File: src/rtl/cpu_fsm_pkg.sv
// Shared types and constants for the load sequencer: state encoding and register indices.
// Latency: none (declarations only).
// Backpressure: none (declarations only).
package cpu_fsm_pkg;

  localparam int IDX_W    = 6;
  localparam int NUM_REGS = 6;

  localparam int R0_IDX = 0;
  localparam int R1_IDX = 1;
  localparam int R2_IDX = 2;
  localparam int R3_IDX = 3;
  localparam int P0_IDX = 4;
  localparam int P1_IDX = 5;

  typedef enum logic [2:0] {
    ST_INIT  = 3'd0,
    ST_ADDR  = 3'd1,
    ST_MEMRD = 3'd2,
    ST_WAIT1 = 3'd3,
    ST_XFER  = 3'd4,
    ST_DONE  = 3'd5,
    ST_ERR   = 3'd6
  } state_t;

endpackage

File: src/rtl/reg_sel_dec.sv
// Register index decoder: 6-bit index to one-hot register select plus a valid flag.
// Latency: combinational, zero cycles.
// Backpressure: none; out-of-range indices give an all-zero select and valid=0.
module reg_sel_dec
  import cpu_fsm_pkg::*;
(
  input  logic [IDX_W-1:0]    idx,
  output logic [NUM_REGS-1:0] sel,
  output logic                valid
);

  // One select bit per architectural register; anything past P1 selects nothing.
  always_comb begin
    sel = '0;
    for (int i = 0; i < NUM_REGS; i++) begin
      sel[i] = (idx == IDX_W'(i));
    end
    valid = |sel;
  end

endmodule

File: src/rtl/load_fsm.sv
// Load sequencer: register[Ri] <= MEM[register[Rj]] via MAR/MDR bus control; optional WAIT1 timeout under LOAD_TIMEOUT_EN.
// Latency: done pulses 5 cycles after start when MFC arrives on the first WAIT1 cycle, +1 per extra WAIT1 cycle.
// Backpressure: start only accepted in INIT (ignored while busy); WAIT1 stalls until MFC (or timeout when enabled).
module load_fsm
  import cpu_fsm_pkg::*;
#(
  parameter int TIMEOUT_CYCLES = 15
) (
  input  logic             clk,
  input  logic             reset,
  input  logic             start,
  input  logic             MFC,
  input  logic [IDX_W-1:0] Ri,
  input  logic [IDX_W-1:0] Rj,
  output logic             R0_read,
  output logic             R1_read,
  output logic             R2_read,
  output logic             R3_read,
  output logic             P0_read,
  output logic             P1_read,
  output logic             R0_write,
  output logic             R1_write,
  output logic             R2_write,
  output logic             R3_write,
  output logic             P0_write,
  output logic             P1_write,
  output logic             MAR_write,
  output logic             MAR_mem_read,
  output logic             MEM_RW,
  output logic             MEM_EN,
  output logic             MDR_mem_write,
  output logic             MDR_read,
  output logic             done,
  output logic             error
);

  state_t              state;
  logic [IDX_W-1:0]    ri_q;
  logic [IDX_W-1:0]    rj_q;
  logic [NUM_REGS-1:0] rd_sel_q;
  logic [NUM_REGS-1:0] wr_sel_q;
  logic                mar_write_q;
  logic                mar_mem_read_q;
  logic                mem_rw_q;
  logic                mem_en_q;
  logic                mdr_mem_write_q;
  logic                mdr_read_q;
  logic                done_q;
  logic                error_q;

  // In INIT the decoders look at the live inputs (the values being latched);
  // afterwards only the latched copies matter, so later input changes are inert.
  logic [IDX_W-1:0]    ri_idx;
  logic [IDX_W-1:0]    rj_idx;
  logic [NUM_REGS-1:0] ri_sel;
  logic [NUM_REGS-1:0] rj_sel;
  logic                ri_valid;
  logic                rj_valid;

  assign ri_idx = (state == ST_INIT) ? Ri : ri_q;
  assign rj_idx = (state == ST_INIT) ? Rj : rj_q;

  reg_sel_dec u_ri_dec (
    .idx   (ri_idx),
    .sel   (ri_sel),
    .valid (ri_valid)
  );

  reg_sel_dec u_rj_dec (
    .idx   (rj_idx),
    .sel   (rj_sel),
    .valid (rj_valid)
  );

`ifdef LOAD_TIMEOUT_EN
  logic [7:0] wait_cnt;
`else
  // Parameter is only meaningful with the timeout built in.
  logic unused_timeout;
  assign unused_timeout = |32'(TIMEOUT_CYCLES);
`endif

  // Sequencer: state plus registered Moore outputs, which are computed for the
  // state being entered so they line up with that state's cycle.
  always_ff @(posedge clk or negedge reset) begin
    if (!reset) begin
      state           <= ST_INIT;
      ri_q            <= '0;
      rj_q            <= '0;
      rd_sel_q        <= '0;
      wr_sel_q        <= '0;
      mar_write_q     <= 1'b0;
      mar_mem_read_q  <= 1'b0;
      mem_rw_q        <= 1'b0;
      mem_en_q        <= 1'b0;
      mdr_mem_write_q <= 1'b0;
      mdr_read_q      <= 1'b0;
      done_q          <= 1'b0;
      error_q         <= 1'b0;
`ifdef LOAD_TIMEOUT_EN
      wait_cnt        <= '0;
`endif
    end else begin
      rd_sel_q        <= '0;
      wr_sel_q        <= '0;
      mar_write_q     <= 1'b0;
      mar_mem_read_q  <= 1'b0;
      mem_rw_q        <= 1'b0;
      mem_en_q        <= 1'b0;
      mdr_mem_write_q <= 1'b0;
      mdr_read_q      <= 1'b0;
      done_q          <= 1'b0;
      error_q         <= 1'b0;
      case (state)
        ST_INIT: begin
          if (start) begin
            ri_q <= Ri;
            rj_q <= Rj;
            if (ri_valid && rj_valid) begin
              state       <= ST_ADDR;
              rd_sel_q    <= rj_sel;
              mar_write_q <= 1'b1;
            end else begin
              state   <= ST_ERR;
              error_q <= 1'b1;
            end
          end
        end
        ST_ADDR: begin
          state          <= ST_MEMRD;
          mar_mem_read_q <= 1'b1;
          mem_rw_q       <= 1'b1;
          mem_en_q       <= 1'b1;
        end
        ST_MEMRD: begin
          state           <= ST_WAIT1;
          mar_mem_read_q  <= 1'b1;
          mem_rw_q        <= 1'b1;
          mem_en_q        <= 1'b1;
          mdr_mem_write_q <= 1'b1;
`ifdef LOAD_TIMEOUT_EN
          wait_cnt        <= '0;
`endif
        end
        ST_WAIT1: begin
          if (MFC) begin
            state      <= ST_XFER;
            mdr_read_q <= 1'b1;
            wr_sel_q   <= ri_sel;
`ifdef LOAD_TIMEOUT_EN
          end else if (wait_cnt == 8'(TIMEOUT_CYCLES - 1)) begin
            state   <= ST_ERR;
            error_q <= 1'b1;
`endif
          end else begin
            mar_mem_read_q  <= 1'b1;
            mem_rw_q        <= 1'b1;
            mem_en_q        <= 1'b1;
            mdr_mem_write_q <= 1'b1;
`ifdef LOAD_TIMEOUT_EN
            wait_cnt        <= wait_cnt + 8'd1;
`endif
          end
        end
        ST_XFER: begin
          state  <= ST_DONE;
          done_q <= 1'b1;
        end
        ST_DONE: state <= ST_INIT;
        ST_ERR:  state <= ST_INIT;
        default: state <= ST_INIT;
      endcase
    end
  end

  assign R0_read       = rd_sel_q[R0_IDX];
  assign R1_read       = rd_sel_q[R1_IDX];
  assign R2_read       = rd_sel_q[R2_IDX];
  assign R3_read       = rd_sel_q[R3_IDX];
  assign P0_read       = rd_sel_q[P0_IDX];
  assign P1_read       = rd_sel_q[P1_IDX];
  assign R0_write      = wr_sel_q[R0_IDX];
  assign R1_write      = wr_sel_q[R1_IDX];
  assign R2_write      = wr_sel_q[R2_IDX];
  assign R3_write      = wr_sel_q[R3_IDX];
  assign P0_write      = wr_sel_q[P0_IDX];
  assign P1_write      = wr_sel_q[P1_IDX];
  assign MAR_write     = mar_write_q;
  assign MAR_mem_read  = mar_mem_read_q;
  assign MEM_RW        = mem_rw_q;
  assign MEM_EN        = mem_en_q;
  assign MDR_mem_write = mdr_mem_write_q;
  assign MDR_read      = mdr_read_q;
  assign done          = done_q;
  assign error         = error_q;

endmodule

File: config.mk
export PLATFORM = sky130hd
export DESIGN_NAME = load_fsm
export DESIGN_NICKNAME = d
export VERILOG_FILES = /design/src/rtl/cpu_fsm_pkg.sv /design/src/rtl/reg_sel_dec.sv /design/src/rtl/load_fsm.sv
export SDC_FILE = /design/constraint.sdc
export NUM_CORES = 1
export LEC_CHECK = 0
export ABC_CLOCK_PERIOD_IN_PS = 3000
export CAP_MARGIN = 20
export CORE_UTILIZATION = 50
export CTS_CLUSTER_DIAMETER = 30
export DETAILED_ROUTE_END_ITERATION = 8
export PLACE_DENSITY = 0.82
export SYNTH_ARGS = -nofsm -noshare
export SYNTH_HDL_FRONTEND = slang
export SYNTH_SLANG_ARGS = --single-unit
File: constraint.sdc
create_clock -name clk -period 3 [get_ports clk]
set_input_delay 0.6 -clock clk [delete_from_list [all_inputs] [get_ports clk]]
set_output_delay 0.6 -clock clk [all_outputs]
set_load 0.02 [all_outputs]
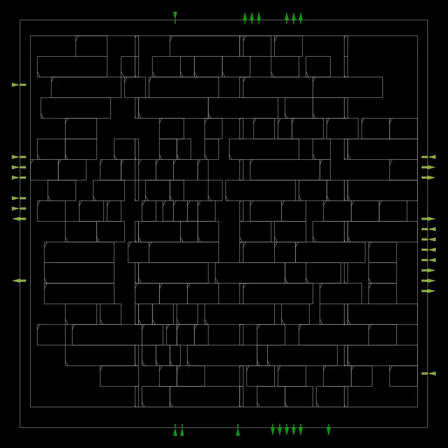
*Placed standard cells, run 1*
Core Region: 2500 um^2
Core Util, Final: 70.6%
Tap Cells: 30

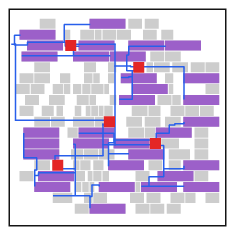
*Clock network drawn from the DEF, run 1*
Scale: 4 px per um.
[blue] clock wires | length: 371 um
[purple] flip-flops | count: 32
[red] cells driving clock nets | count: 5
routed clock nets: 6
clock latency on the worst-skew pair: 330 ps
clk_skew: 9.74 ps
P_clk: 252 uW

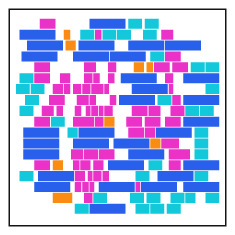
*Placement by cell class, run 1*
Scale: 4 px per um.
| colour | class | cells | share of their area |
|---|---|---|---|
| orange | clock drivers and dummy loads | 8 | 3.5% |
| blue | flops | 32 | 46% |
| magenta | all other logic | 64 | 29% |
| cyan | other buffers and delay cells | 37 | 21% |
Rows: 18
flop share of the area: 45.4%
final instance area: 1770 um^2

==> run 1: power groups by stage <==
| stage | logic (uW) | clock network (uW) | registers, uW |
|---|---|---|---|
| 3_5_place_dp | 455 | 0 | 663 |
| 2_1_floorplan | 291 | 0 | 664 |
| 4_1_cts | 456 | 260 | 653 |
| 5_1_grt | 490 | 277 | 669 |
| 3_3_place_gp | 444 | 0 | 652 |
| 6_report | 451 | 252 | 655 |
==> run 1: final cells by class <==
type	count	area share, %
Clock buffer	6	2.91
Clock inverter	2	0.567
Sequential cell	32	45.4
Timing Repair Buffer	37	20.7
Inverter	2	0.425
Multi-Input combinational cell	62	27.9
Tap cell	30	2.13
==> impl_metrics.yaml, run 1 <==
# yosys + openroad results
run_status:
  status: "complete, no violations"
layout:
  area.sequential_um2: 801
  final_cells: 171
critical_path:
  end_kind: "flip-flop"
  critPathTopFamily: "simple AND/OR/NAND/NOR gates"
  r2r-end: "wr_sel_q[5]"
  timing.rr.start: "state[2]"
  cp-endpoint: "wr_sel_q[5]"
  timing.critical_path.slowest_cell_delay_ps: 570
clock_network:
  clkTransAtPathRegs_ps: 100
  cts_setup_buffers: 0
  cts.sinks: 32
global_routing:
  grt_pass1_wl_um: 4020
  grt_overflow: 0
  grt_usage_pct: 20.6
synth:
  ys_ff: 32
  ys_top_cells_by_count: "dfrtp_1, mux2_2, a21oi_1"
  fa_ha_area_share_pct: 0
  aoi_share_pct: 8.96
flow_run:
  drv_cap: 0
placement:
  hpwl_um: 1880
  gp_congestion: 0.741
routing:
  drcViolationCount: 0
power_and_ir_drop:
  power.clock.fraction_pct: 18.6
  seqPwrFrac_pct: 48.2
timing:
  whs_ps: 512
hold_path:
  hold_depth: 1
  min_to: "rj_q[4]"
### I/O nets highlighted, run 1

Scale: 10 px per um.
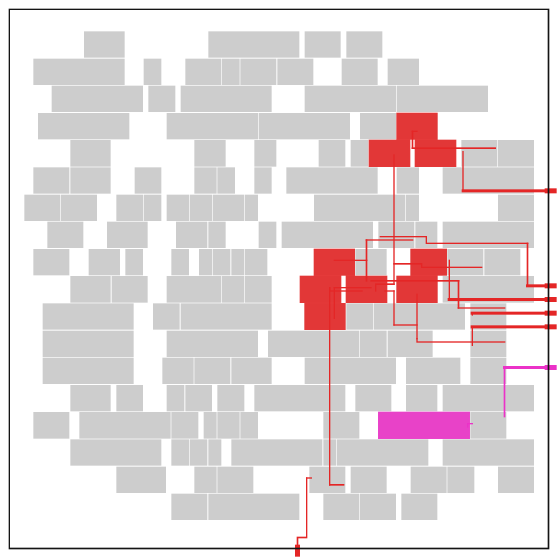

--- run 2 (diff from run 1) ---
ABC_CLOCK_PERIOD_IN_PS = 1700   (was 3000)
CORE_UTILIZATION = 42   (was 50)
PLACE_DENSITY = 0.74   (was 0.82)
clock period = 1.7 ns   (was 3 ns; I/O delays follow)
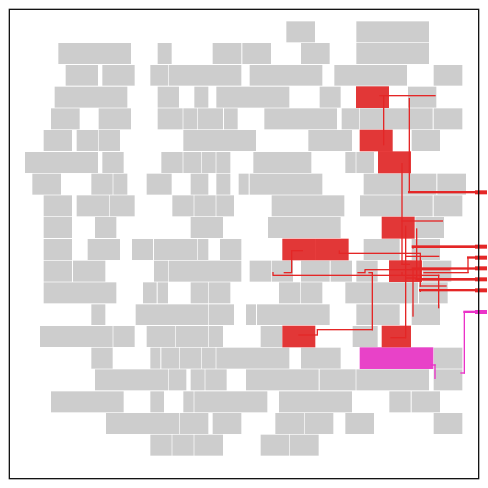
*I/O nets highlighted, run 2*
Scale: 8 px per um.
| colour | port | bits | direction | edge | end cells | buffers | wire |
|---|---|---|---|---|---|---|---|
| red | Ri | 6 | input | right | 9 | 8 | 201 um |
| magenta | R0_write | 1 | output | right | 1 | 1 | 11.5 um |
# IOs: 36
Port Buffers: 35

==> impl_metrics.yaml, run 2 <==
# yosys + openroad results
layout:
  largest_class: "sequential cells"
  clockNetworkAreaShare_pct: 3.19
  nClkBuffers: 6
  comb_cells: 62
  nNonClkInverters: 2
  nFlopsAndLatches: 32
  comb_area_share_pct: 26.3
  final_cells: 200
  buffers: 52
flow_run:
  drv_cap: 0
synth:
  ys_top_cells_by_count: "dfrtp_1, mux2_2, a21oi_1"
  aoi_share_pct: 8.96
  fa_ha_area_share_pct: 0
  ys_ff: 32
power_and_ir_drop:
  maxPowerGroup: "registers"
  seq_cell_power_uw: 1140
  seqPwrFrac_pct: 44.8
  p_clk_uw: 451
  powerComb_uw: 952
global_routing:
  grt_pass1_wl_um: 4720
  grt_overflow: 0
  grt_usage_pct: 19.0
floorplan:
  taps: 44
  core-area_um2: 3030
critical_path:
  end_kind: "flip-flop"
  timing.critical_path.slowest_cell_delay_ps: 460
placement:
  hpwl_um: 2150
  gp_congestion: 0.815
timing:
  finClkSkew_ps: 4.95
clock_network:
  cts.sinks: 32
  clk_latency_ps: 330
  clkTransAtPathRegs_ps: 100
  cts_setup_buffers: 0
run_status:
  status: "complete, no violations"
routing:
  drcViolationCount: 0
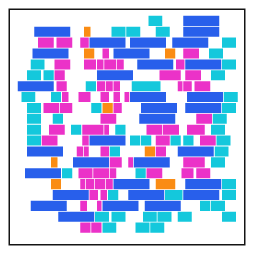
*Placement by cell class, run 2*
Scale: 4 px per um.
| colour | class | cells | share of their area |
|---|---|---|---|
| magenta | all other logic | 64 | 27% |
| cyan | other buffers and delay cells | 52 | 26% |
| blue | flops | 32 | 43% |
| orange | clock drivers and dummy loads | 8 | 3.3% |
Core Util, Final: 63.5%
flop share of the area: 41.6%
Rows: 20

run 2: cell types whose count changed in the layout (fill, tap and decap cells not counted), sizes merged:
cell	delta
buf	+15
clkdlybuf4s50	-1
dlymetal6s2s	+1
run 2: final timing paths:
kind                          start           to  cells past startpoint
hold / removal                reset  wr_sel_q[3]                      2
min in group clk            rj_q[4]      rj_q[4]                      1
setup reg to reg           state[1]  wr_sel_q[0]                      4
hold reg to reg             rj_q[4]      rj_q[4]                      1
max in group asynchronous     reset  rd_sel_q[1]                      2
setup / recovery           state[1]  wr_sel_q[0]                      4
run 2: what timing repair did:
item                                    in CTS  in global routing
endpoints found under the setup margin       0                  4
resized                                      0                  4
endpoints found under the hold margin        0                  0
Power and IR drop assume default switching activity.
